Figure 1. Clock network drawn from the DEF.
Scale bar: 10 um.
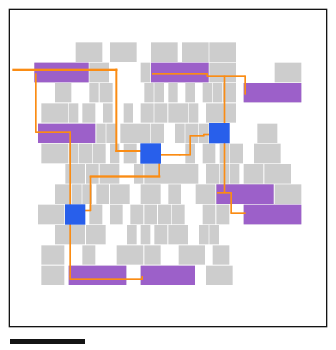
Figure 2. Signal wires on met3.
Cells faint in the background.
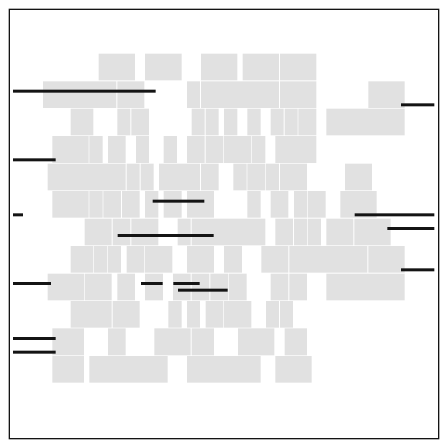
### src/rtl/shift_register_pkg.sv
// Shared types for the shift_register slice.
// Mode encodings select the per-bit cell mux input.
package shift_register_pkg;

  typedef enum logic [1:0] {
    MODE_HOLD = 2'b00,
    MODE_LOAD = 2'b01,
    MODE_SHR  = 2'b10,
    MODE_SHL  = 2'b11
  } shift_mode_t;

  localparam int unsigned DEF_WIDTH = 8;

endpackage

### src/rtl/shift_register_cell.sv
// One storage bit: 4:1 mode mux feeding a D flop
// with synchronous active-low clear.
module shift_register_cell
  import shift_register_pkg::*;
(
  input  logic       clk,
  input  logic       reset,
  input  logic [1:0] sel,
  input  logic       hold_d,
  input  logic       load_d,
  input  logic       right_d,
  input  logic       left_d,
  output logic       q
);

  shift_mode_t mode;
  logic        d;

  assign mode = shift_mode_t'(sel);

  always_comb begin
    d = hold_d;
    unique case (mode)
      MODE_HOLD: d = hold_d;
      MODE_LOAD: d = load_d;
      MODE_SHR:  d = right_d;
      MODE_SHL:  d = left_d;
      default:   d = hold_d;
    endcase
  end

  always_ff @(posedge clk) begin
    if (!reset) begin
      q <= 1'b0;
    end else begin
      q <= d;
    end
  end

endmodule

### src/rtl/shift_register.sv
// Parallel-load bidirectional logical shift register,
// built from WIDTH replicated mux+flop cells.
module shift_register
  import shift_register_pkg::*;
#(
  parameter int unsigned WIDTH = DEF_WIDTH
) (
  input  logic             clk,
  input  logic             reset,
  input  logic [1:0]       load,
  input  logic [WIDTH-1:0] data_in,
  output logic [WIDTH-1:0] data_out
);

  logic [WIDTH-1:0] q;

  for (genvar i = 0; i < WIDTH; i++) begin : g_bit
    logic right_d;
    logic left_d;

    // End cells have no outer neighbour: zero fills in.
    if (i == WIDTH - 1) begin : g_msb
      assign right_d = 1'b0;
    end else begin : g_rn
      assign right_d = q[i+1];
    end

    if (i == 0) begin : g_lsb
      assign left_d = 1'b0;
    end else begin : g_ln
      assign left_d = q[i-1];
    end

    shift_register_cell u_cell (
      .clk     (clk),
      .reset   (reset),
      .sel     (load),
      .hold_d  (q[i]),
      .load_d  (data_in[i]),
      .right_d (right_d),
      .left_d  (left_d),
      .q       (q[i])
    );
  end

  assign data_out = q;

endmodule

### config.mk
export PLATFORM = sky130hd
export DESIGN_NAME = shift_register
export DESIGN_NICKNAME = d
export VERILOG_FILES = /design/src/rtl/shift_register_pkg.sv /design/src/rtl/shift_register_cell.sv /design/src/rtl/shift_register.sv
export SDC_FILE = /design/constraint.sdc
export NUM_CORES = 1
export LEC_CHECK = 0
export ABC_AREA = 1
export ABC_CLOCK_PERIOD_IN_PS = 1200
export CORE_MARGIN = 3
export CORE_UTILIZATION = 42
export DETAILED_ROUTE_END_ITERATION = 16
export PLACE_DENSITY_LB_ADDON = 0.25
export SLEW_MARGIN = 5
export SYNTH_ARGS = -nofsm -noshare
export SYNTH_HDL_FRONTEND = slang
export SYNTH_SLANG_ARGS = --single-unit
### constraint.sdc
create_clock -name clk -period 1.2 [get_ports clk]
set_clock_uncertainty 0.2 [all_clocks]
set_input_delay 0.18 -clock clk [delete_from_list [all_inputs] [get_ports clk]]
set_output_delay 0.18 -clock clk [all_outputs]
set_load 0.005 [all_outputs]
==> flow_metrics.rpt <==
FLOW METRICS REPORT
----------------------------------------------------
[Global route]
  Overall Global Routing Usage ........................ between 10% and 20%

[Worst setup path]
  Number of cells on the critical path ........................ 1
  Data required time at the worst endpoint ........................ 820 ps
  Worst path top cell family by delay ........................ flip-flops
  Crit end category ........................ output port
  Data arrival time at the worst-slack endpoint ........................ slightly below 800 ps

[Place]
  Post-placement setup slack ........................ -333 ps

[Final layout]
  Layout overhead on the synthesized area ........................ 41.4%
  Biggest registers after layout ........................ g_bit.u_cell.q (8)
  Non-clk invs ........................ 11
  Core utilization of the finished layout ........................ 67.1%

[Clock tree]
  Count of buffers added by post-CTS timing repair for setup ........................ 0
  # clock sinks ........................ 8
  Clock Path Buffers ........................ 2
  Hold bufs inserted after CTS ........................ 0

[Drt]
  Top Layer Used ........................ met4
  Wire length on met1 ........................ about 530 um

[Power and ir drop]
  Net switching fraction of the power ........................ between 20% and 30%
  Internal Dissipation ........................ roughly 0.00052 W
  Top power consumer group ........................ sequential cells
  Sw power ........................ 0.000193 W
  Max IR drop VDD ........................ between 500 and 600 uV
  Post-route total power ........................ approximately 0.00071 W
  Pwr Density ........................ about 910 nW/um^2

[Die]
  Horizontal extent of the die ........................ between 40 and 50 um
  Core outline area ........................ between 1000 and 1500 sq um
  Count of inserted tapcells ........................ 14

[Hold path]
  Type of the worst min-delay path ........................ in2reg

[STA]
  Setup violation total in the final timing report ........................ 0
  Min Tclk post-route ........................ 1160 ps
  F_max ........................ ~0.86 GHz

[Synthesis]
  Largest area contributor in the synthesized netlist ........................ dfxtp_1
  Post-synth tally of flip-flops with integrated enable ........................ 0
  Synthesized chip area reported by yosys ........................ roughly 560 sq um

[Outcome]
  Status ........................ finished clean

----------------------------------------------------
## Picture notes: Figure 1
Key: purple = flip-flops [count 8]; orange = clock wires [length 141 um]; blue = cells driving clock nets [count 3]
Position of the flops: widely spread. There are 4 routed clock nets.
Clock Power Share: 29.4%
clock network power consumption: 0.000209 W
insertion delay of the later-clocked pin in the worst-skew pair: 250 ps

## Picture notes: Figure 2
The longest straight run is 13.8 um. The wires run mostly horizontal. The layer holds 6.0% of the routed length. The layer carries 70.4 um of wire.
M3 GR Usage: 5.58%
routed wire length: 1.18 mm

## cell families (layout without fill, tap and decap cells)
logic type,count (synthesis),count (layout),synth area share (%)
and+or+nand+nor,32,32,26.6
buffers and inverters,22,45,27.3
AOI/OAI and AO/OA,18,18,17.3
DFF,8,8,28.8
## stage by stage
step | cells | instance area (sq um) | TNS [ps] | hold WS [ps]
2_1_floorplan | 80 | 556 | 0 | 116
3_3_place_gp | 114 | 763 | -2320 | 388
3_5_place_dp | 114 | 763 | -2450 | 398
4_1_cts | 117 | 790 | 0 | 330
5_1_grt | 117 | 786 | 0 | 357
6_report | 117 | 786 | 0 | 343
## metal layers
metal	global-route usage, %	up-vias
li1	-	296
met1	19.7	258
met2	23.1	18
met3	5.58	2
met4	3.73	0
met5	0	-
Power figures rest on the tool's default switching activity, not on a simulated workload.
